**src/rtl/mpmc10_pkg.sv**
```systemverilog
// Shared mpmc10 controller types: controller state encoding and the write-mask sequencer FSM states.
// The sequencer states are the only addition here; the controller states already exist.
package mpmc10_pkg;

  typedef enum logic [3:0] {
    IDLE,
    PRESET1,
    PRESET2,
    PRESET3,
    ACTIVATE,
    READ_DATA,
    WRITE_DATA,
    PRECHARGE
  } mpmc10_state_t;

  typedef enum logic [1:0] {
    S_IDLE,
    S_BEAT,
    S_DONE
  } mpmc10_wmask_state_t;

endpackage

```
**src/rtl/mpmc10_lane_place.sv**
```systemverilog
// Places SELW client byte selects into their lane group of a WID-byte beat and inverts them into a mask.
// Combinational, no latency or backpressure; a read (we=0) enables every byte.
module mpmc10_lane_place #(
  parameter int WID  = 16,
  parameter int SELW = 16
) (
  input  logic                   we,
  input  logic [SELW-1:0]        sel,
  input  logic [$clog2(WID)-1:0] lane_adr,
  output logic [WID-1:0]         mask
);

  localparam int LW = $clog2(WID);

  logic [LW-1:0]  off;
  logic [WID-1:0] placed;

  // Clearing the low address bits gives the lane-group start; it is 0 when SELW==WID.
  assign off    = lane_adr & ~LW'(SELW - 1);
  assign placed = WID'(sel) << off;
  assign mask   = we ? ~placed : '0;

endmodule

```
**src/rtl/mpmc10_wmask_sequencer.sv**
```systemverilog
// Latches the granted channel at PRESET1 and presents one registered mask per beat until the burst ends.
// Mask visible the cycle after PRESET1; beats held indefinitely while beat_rdy is low.
module mpmc10_wmask_sequencer
  import mpmc10_pkg::*;
#(
  parameter int WID  = 16,
  parameter int SELW = 16,
  parameter int NCH  = 8,
  parameter int BLW  = 3,
  localparam int CHW = (NCH > 1) ? $clog2(NCH) : 1
) (
  input  logic                       clk,
  input  logic                       rst_n,
  input  mpmc10_state_t              state,
  input  logic [CHW-1:0]             ch,
  input  logic [NCH-1:0]             we,
  input  logic [NCH-1:0][SELW-1:0]   sel,
  input  logic [NCH-1:0][31:0]       adr,
  input  logic [NCH-1:0][BLW-1:0]    blen,
  input  logic                       beat_rdy,
  output logic [WID-1:0]             mask,
  output logic                       mask_vld,
  output logic                       last,
  output logic                       busy,
  output logic                       done
);

  localparam int LW = $clog2(WID);

  mpmc10_wmask_state_t fsm;
  logic [BLW-1:0]      cnt;
  logic [BLW-1:0]      cnt_nxt;
  logic [BLW-1:0]      blen_q;
  logic [WID-1:0]      placed_mask;

  mpmc10_lane_place #(
    .WID  (WID),
    .SELW (SELW)
  ) u_lane_place (
    .we       (we[ch]),
    .sel      (sel[ch]),
    .lane_adr (adr[ch][LW-1:0]),
    .mask     (placed_mask)
  );

  assign cnt_nxt = cnt + BLW'(1);

  always_ff @(posedge clk or negedge rst_n) begin
    if (!rst_n) begin
      fsm      <= S_IDLE;
      mask     <= '0;
      mask_vld <= 1'b0;
      last     <= 1'b0;
      busy     <= 1'b0;
      done     <= 1'b0;
      cnt      <= '0;
      blen_q   <= '0;
    end else begin
      done <= 1'b0;
      case (fsm)
        S_IDLE: begin
          if (state == PRESET1) begin
            fsm      <= S_BEAT;
            mask     <= placed_mask;
            mask_vld <= 1'b1;
            busy     <= 1'b1;
            cnt      <= '0;
            blen_q   <= blen[ch];
            last     <= (blen[ch] == '0);
          end
        end
        S_BEAT: begin
          // Abort wins over a coincident transfer; no done pulse on abort.
          if (state == IDLE) begin
            fsm      <= S_IDLE;
            mask     <= '0;
            mask_vld <= 1'b0;
            last     <= 1'b0;
            busy     <= 1'b0;
            cnt      <= '0;
          end else if (beat_rdy) begin
            if (last) begin
              fsm      <= S_DONE;
              mask     <= '0;
              mask_vld <= 1'b0;
              last     <= 1'b0;
              busy     <= 1'b0;
              done     <= 1'b1;
              cnt      <= '0;
            end else begin
              cnt  <= cnt_nxt;
              last <= (cnt_nxt == blen_q);
            end
          end
        end
        S_DONE: fsm <= S_IDLE;
        default: fsm <= S_IDLE;
      endcase
    end
  end

endmodule

```
**config.mk**
```make
export PLATFORM = sky130hd
export DESIGN_NAME = mpmc10_wmask_sequencer
export DESIGN_NICKNAME = d
export VERILOG_FILES = /design/src/rtl/mpmc10_pkg.sv /design/src/rtl/mpmc10_lane_place.sv /design/src/rtl/mpmc10_wmask_sequencer.sv
export SDC_FILE = /design/constraint.sdc
export NUM_CORES = 1
export LEC_CHECK = 0
export CORE_AREA = 3 3 173 175
export DETAILED_ROUTE_END_ITERATION = 6
export DIE_AREA = 0 0 176 178
export SKIP_CTS_REPAIR_TIMING = 1
export SYNTH_ARGS = -nofsm -noshare
export SYNTH_HDL_FRONTEND = slang
export SYNTH_SLANG_ARGS = --single-unit
```
**constraint.sdc**
```tcl
create_clock -name clk -period 1.7 [get_ports clk]
set_input_delay 0.255 -clock clk [delete_from_list [all_inputs] [get_ports clk]]
set_output_delay 0.255 -clock clk [all_outputs]
set_load 0.03 [all_outputs]
```
### PDN straps and rails, run 1

Bar = 50 µm. Pins as bars on the die edge.
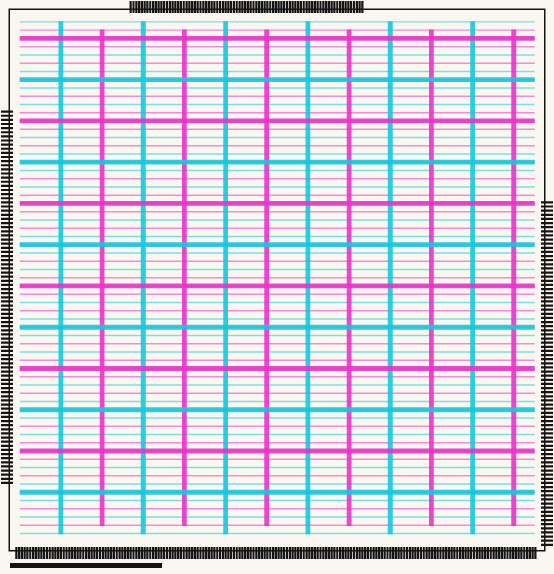
colour	net
cyan	VSS
magenta	VDD
met1 rails	63
rows	62
met5 straps	12
signal pins	446
met4 straps	12
die height: 178 µm
Core ar.: 0.0286 mm²
die width: 176 µm
VDD IR-drop max: 278 µV

### The clock network, run 1

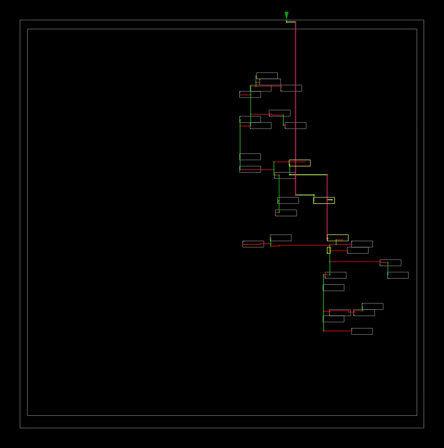
skew final: 0.00408 ns
clk_lat worst skew: 0.26 ns
Sink Count: 27

==> out/metrics.csv, run 1 <==
stage,metric,value,unit
clock_network,TritonCTS Buffers,3,
placed_design,Port Buf Inserts,189,
grt,number of global-route vias before repair,2431,
setup_path,R2R cell count,5,
final_timing,final setup violation count,0,
synth,synthesized instance count,160,
synth,Synth top area share,0.386,
outcome,status,finished clean,
grt,first-pass GRT wire length,14.1,mm
finish,final instance area,0.00501,mm²
setup_path,maximum fanout along the worst path,2,
setup_path,Critical Path Sink Type,output port,
synth,Synth Area per Inst,14.6,µm²
synth,Yosys chip area,0.00233,mm²
finish,dominant logic cell type in the layout,clkdlybuf4s50_1,
setup_path,worst r2r src,cnt[0]$_DFFE_PN0P_,
grt,total congestion overflow,0,
synth,"Cell Area, Synth",0.00233,mm²
setup_path,buffer and inverter count on the worst path,1,
final_timing,Tcrit/Tclk final,0.958,
drt,DRT Pass-1 Iters,4,
placed_design,routability cong.,0.714,
synth,ys async rst share,1.00,
finish,synth-to-layout area growth,115,%
synth,synth unique cells,36,
floorplan,Rows,62,
floorplan,FP Core Util,0.0814,
run,max_cap viols,0,
power,Pleak,0.00192,µW
finish,dominant logic cell types in the final layout,"clkdlybuf4s50_1 (181), mux4_2 (40), dfrtp_1 (27)",
drt,WL met1,4.68,mm
setup_path,nature of the critical path startpoint,register,
finish,share of post-route cells with drive strength above 1,0.227,
grt,GRT Total Usage,0.0598,
setup_path,"Slowest-stage cell, CP",clkdlybuf4s50_1,
synth,Post-synth top flop,dfrtp_1,
setup_path,WS Path Type,register to output port,
final_timing,Final Hold Vio Count,0,
drt,Post-route DRC,0,
clock_network,root buffer cell,clkbuf_16,
drt,First DRT Iteration DRCs,58,
synth,yosys warns,0,
drt,met3 wire length,584,µm
setup_path,crit-path cells,clkdlybuf4s50_1,
final_timing,RSZ-0062 raised after global routing,false,
drt,WL/cell,13.8,µm
synth,top cells by area,"mux4_2 (39%), dfrtp_1 (29%), mux2i_1 (8.6%)",
final_timing,PnR worst setup slack,0.0708,ns
setup_path,stages on the worst setup path,1,
setup_path,CP arrival,1.37,ns
final_timing,Max-slew headroom,0.717,
grt,largest net degree at the start of global routing,28,
clock_network,H-tree lvl count,1,
placed_design,DP Worst Slack,-0.484,ns
clock_network,CTS tree,yes,
run,tool warnings,282,
synth,ys flops,27,
synth,"EDFF count, synth",0,
setup_path,Critical Path Max Stage Delay,0.75,ns
placed_design,placed cell area,0.00487,mm²
placed_design,HPWL Detailed,9.22,mm
floorplan,top-level I/O count,446,
setup_path,Worst R2R End,last$_DFFE_PN0P_,
drt,routed wire length,10.4,mm
finish,number of inserted diodes,0,
drt,DR vias/cell,3.11,
drt,WL met2,4.89,mm
grt,initial antenna violation count,0,
finish,Fill cells,3126,
final_timing,min Tclk post-route,1.63,ns
clock_network,Clock Path Buffers,2,
final_timing,Achievable Freq,614,MHz
setup_path,Reg2Reg Setup Slack,0.12,ns
final_timing,worst slew pin tran,0.423,ns
finish,Util after Layout,0.175,
floorplan,die area,0.0313,mm²
synth,cell type with the largest total area,mux4_2,
power,PD cells,624,mW/mm²
final_timing,final slew viol count,0,
final_timing,Min Hold Slack,0.368,ns
worst_hold_path,Hold Crit Class,input pin to async pin,
### Signal wires on met3, run 1

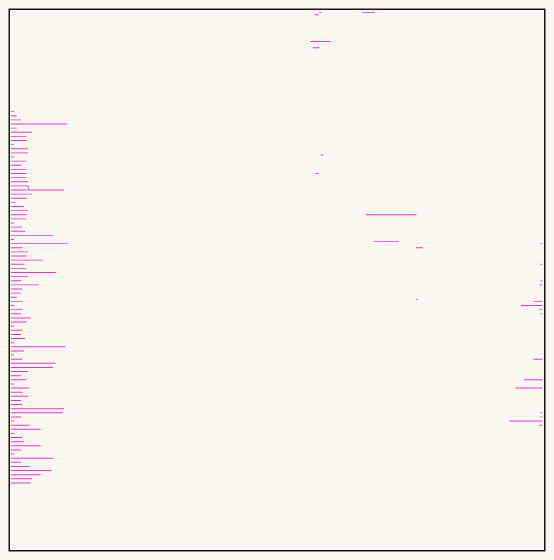
longest straight run	18.6 µm
nets with wire on the layer	112

-- run 1: per-stage QoR --
step	setup TNS [ns]	instances	power, µW
detailed placement	-10.75	743	2600
floorplan	0	160	1680
finish	0	750	3120
global route	0	750	3320
global placement	-10.08	743	2580
CTS	-3.82	747	3160
-- run 1: synthesized netlist by cell type (all sizes together), types with 2 or more instances --
master	count
a21oi	2
a22o	17
and3	2
buf	12
clkbuf	5
dfrtp	27
inv	3
mux2i	21
mux4	40
nand2	6
nor2	2
o21ai	4
o41ai	2
-- run 1: layout make-up --
| class | instances | area (µm²) | share of cell area |
|---|---|---|---|
| clock buffers | 4 | 78.8 | 0.0157 |
| flip-flops and latches | 27 | 676 | 0.135 |
| repair buffers | 218 | 2200 | 0.439 |
| multi-input cells | 114 | 1560 | 0.312 |
| well taps | 384 | 480 | 0.0960 |
| inverters | 3 | 11.3 | 0.00225 |
-- run 1: per-layer routing --
metal	up-vias	track usage
li1	1085	-
met1	1117	0.0840
met2	119	0.0940
met3	9	0.00958
met4	0	0.0191
met5	-	0
-- run 1: power by group --
group | internal [µW] | leakage [µW] | switching, µW
registers | 785 | 0.000364 | 119
clock network | 321 | 0.0000382 | 222
logic | 991 | 0.00152 | 685
total | 2100 | 0.00192 | 1030
-- run 1: logic make-up (layout without fill, tap and decap cells) --
| kind of cell | Yosys count | in the layout | synth area share |
|---|---|---|---|
| DFF | 27 | 27 | 0.290 |
| and+or+nand+nor | 17 | 18 | 0.0521 |
| muxes | 61 | 61 | 0.482 |
| xor gates and xnor gates | 3 | 3 | 0.0177 |
| adders and majority gates | 1 | 1 | 0.00537 |
| AOI/OAI and AO/OA | 31 | 31 | 0.105 |
| buffers and inverters | 20 | 225 | 0.0483 |
-- run 1: state kept, by name, summed over array words and instances, names as in the netlist --
signal / count
busy: 1
mask: 16
blen_q: 3
last: 1
fsm: 2
cnt: 3
done: 1
-- run 1: worst reg2reg max path: stages, from the launching register on --
cell	delay, ns
dfrtp_1	0.41
ha_1	0.24
xor3_1	0.36
o41ai_1	0.25
a21oi_1	0.11
a2bb2oi_1	0.13
-- run 1: worst max path at each step --
stage	start	end	slack (ns)
global placement	state[3]	mask[14]$_DFFE_PN0P_	-0.44
finish	mask[2]$_DFFE_PN0P_	mask[2]	0.07
global route	blen[23]	last$_DFFE_PN0P_	0.01
detailed placement	state[3]	mask[14]$_DFFE_PN0P_	-0.48
floorplan	state[3]	mask[0]$_DFFE_PN0P_	0.004
CTS	state[3]	mask[15]$_DFFE_PN0P_	-0.20
==> run 2: changes to the inputs <==
Settings changed: CAP_MARGIN from default to 20.
### The clock network, run 2

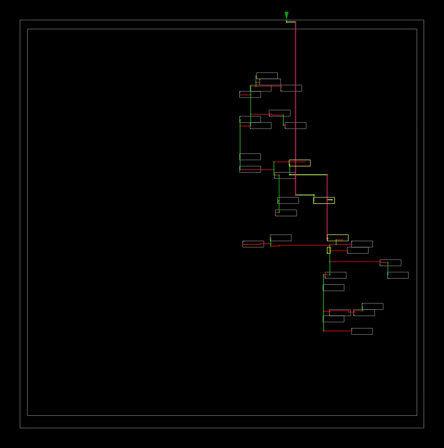
TritonCTS Buffers: 3
Clock Buffer Count: 4
P_clk: 543 µW

### PDN straps and rails, run 2

Bar = 50 µm. Pins as bars on the die edge.
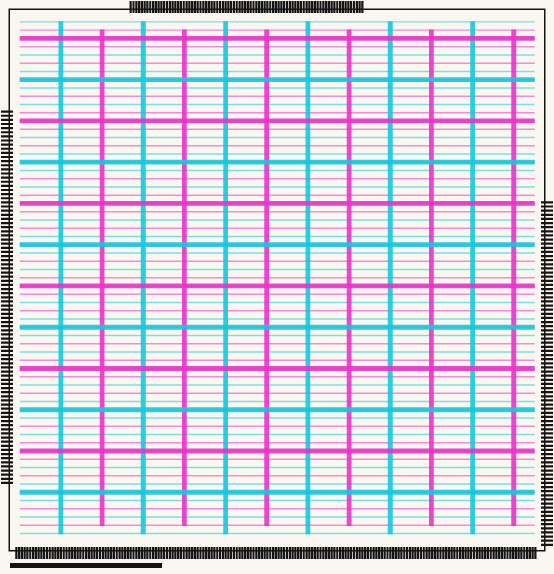
colour	net
magenta	VDD
cyan	VSS
rows	62
met4 straps	12
met5 straps	12

==> out/metrics.csv, run 2 <==
stage,metric,value,unit
drt,met3 wire length,584,µm
setup_path,Critical Path Sink Type,output port,
final_timing,Tcrit/Tclk final,0.958,
outcome,status,finished clean,
final_timing,Min Hold Slack,0.368,ns
drt,WL/cell,13.8,µm
final_timing,worst slew pin tran,0.423,ns
setup_path,Critical Path Max Stage Delay,0.75,ns
power,PD cells,624,mW/mm²
placed_design,HPWL Detailed,9.22,mm
synth,most frequent cell after synthesis,mux4_2,
drt,WL met1,4.68,mm
power,VDD IR-drop max,278,µV
run,tool warnings,282,
finish,biggest regs,"mask: 16 flops, blen_q: 3 flops, cnt: 3 flops",
drt,DR vias/cell,3.11,
clock_network,Sink Count,27,
final_timing,Final Hold Vio Count,0,
synth,"EDFF count, synth",0,
finish,dominant logic cell types in the final layout,"clkdlybuf4s50_1 (181), mux4_2 (40), dfrtp_1 (27)",
synth,synth unique cells,36,
placed_design,routability cong.,0.714,
synth,synthesized instance count,160,
finish,share of post-route cells with drive strength above 1,0.227,
final_timing,Achievable Freq,614,MHz
final_timing,Max-slew headroom,0.717,
drt,Post-route DRC,0,
setup_path,crit-path cells,clkdlybuf4s50_1,
setup_path,Setup crit end,mask[2],
placed_design,placed insts,743,
run,max_cap viols,0,
synth,Post-synth top flop,dfrtp_1,
setup_path,crit path from,mask[2]$_DFFE_PN0P_,
synth,ys flops,27,
clock_network,Clock Path Buffers,2,
drt,WL met2,4.89,mm
clock_network,CTS tree,yes,
clock_network,root buffer cell,clkbuf_16,
finish,Largest register FFs,16,
setup_path,"Slowest-stage cell, CP",clkdlybuf4s50_1,
synth,ys async rst share,1.00,
setup_path,WS Path Type,register to output port,
synth,yosys warns,0,
final_timing,min Tclk post-route,1.63,ns
finish,final instance area,0.00501,mm²
synth,Yosys chip area,0.00233,mm²
final_timing,final slew viol count,0,
setup_path,CP arrival,1.37,ns
finish,synth-to-layout area growth,115,%
grt,GRT Total Usage,0.0598,
drt,First DRT Iteration DRCs,58,
floorplan,die height,178,µm
synth,synth cell count leaders,"mux4_2 (40), dfrtp_1 (27), mux2i_1 (20), a22o_1 (17)",
synth,cell type with the largest total area,mux4_2,
floorplan,FP Core Util,0.0814,
floorplan,die area,0.0313,mm²
synth,Synth Area per Inst,14.6,µm²
synth,Synth top area share,0.386,
grt,initial antenna violation count,0,
floorplan,top-level I/O count,446,
setup_path,worst r2r src,cnt[0]$_DFFE_PN0P_,
setup_path,Worst R2R End,last$_DFFE_PN0P_,
setup_path,maximum fanout along the worst path,2,
synth,"Cell Area, Synth",0.00233,mm²
grt,largest net degree at the start of global routing,28,
drt,routed wire length,10.4,mm
clock_network,clk_lat worst skew,0.26,ns
finish,Top reg by flops,mask,
drt,DRT Pass-1 Iters,4,
placed_design,placed cell area,0.00487,mm²
grt,number of global-route vias before repair,2431,
worst_hold_path,Hold Crit Class,input pin to async pin,
finish,dominant logic cell type in the layout,clkdlybuf4s50_1,
final_timing,final setup violation count,0,
grt,first-pass GRT wire length,14.1,mm
clock_network,H-tree lvl count,1,
power,Pleak,0.00192,µW
setup_path,nature of the critical path startpoint,register,
finish,number of inserted diodes,0,
grt,total congestion overflow,0,
floorplan,Core ar.,0.0286,mm²
synth,top cells by area,"mux4_2 (39%), dfrtp_1 (29%), mux2i_1 (8.6%)",
finish,fin cells,750,
floorplan,die width,176,µm
placed_design,Port Buf Inserts,189,
floorplan,Rows,62,
final_timing,skew final,0.00408,ns
final_timing,RSZ-0062 raised after global routing,false,
setup_path,stages on the worst setup path,1,
### Signal wires on met2, run 2

Bar = 50 µm.
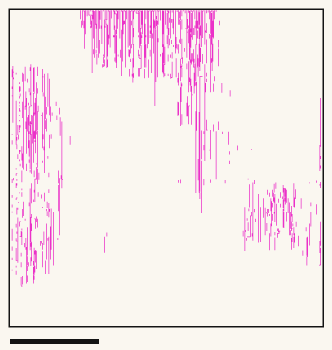
main direction	vertical
share of all routed wire	47%
nets with wire on the layer	472

-- run 2: cell families after synthesis --
logic type               Yosys count  synth area share
AND-OR/OR-AND                     31             0.105
adder cells (fa/ha/maj)            1           0.00537
AND/OR/NAND/NOR                   17            0.0521
XOR/XNOR                           3            0.0177
multiplexers                      61             0.482
flip-flops                        27             0.290
buffers and inverters             20            0.0483
-- run 2: routing by layer --
layer	GRT usage	vias up
met5	0	-
met4	0.0191	0
met3	0.00958	9
met2	0.0940	119
met1	0.0840	1117
li1	-	1085
-- run 2: stage by stage --
step	worst slack (ns)	setup TNS, ns	power, µW	util
finish	0.0708	0	3120	0.175
global route	0.0106	0	3320	0.175
CTS	-0.204	-3.82	3160	0.173
detailed placement	-0.484	-10.75	2600	0.170
global placement	-0.442	-10.08	2580	0.170
floorplan	0.00406	0	1680	-
-- run 2: worst min path at each step --
stage | slack (ns) | cells past startpoint | from | end
after CTS | 0.38 | 2 | rst_n | mask[0]$_DFFE_PN0P_
final | 0.37 | 2 | rst_n | mask[0]$_DFFE_PN0P_
after floorplan | -0.04 | 0 | rst_n | blen_q[0]$_DFFE_PN0P_
after global routing | 0.42 | 2 | rst_n | mask[0]$_DFFE_PN0P_
after global placement | 0.49 | 1 | mask[12]$_DFFE_PN0P_ | mask[12]$_DFFE_PN0P_
after detailed placement | 0.49 | 2 | blen_q[1]$_DFFE_PN0P_ | blen_q[1]$_DFFE_PN0P_
-- run 2: cell type report --
type / instances / area (µm²)
flip-flops and latches: 27 / 676
repair buffers: 218 / 2200
multi-input cells: 114 / 1560
clock buffers: 4 / 78.8
inverters: 3 / 11.3
well taps: 384 / 480
fillers: 3126 / 23600
-- run 2: power by group --
part | internal, µW | leakage (µW) | switching (µW)
clock network | 321 | 0.0000382 | 222
logic | 991 | 0.00152 | 685
registers | 785 | 0.000364 | 119
total | 2100 | 0.00192 | 1030
No activity file was given, so power comes from the tool's default toggle rates.
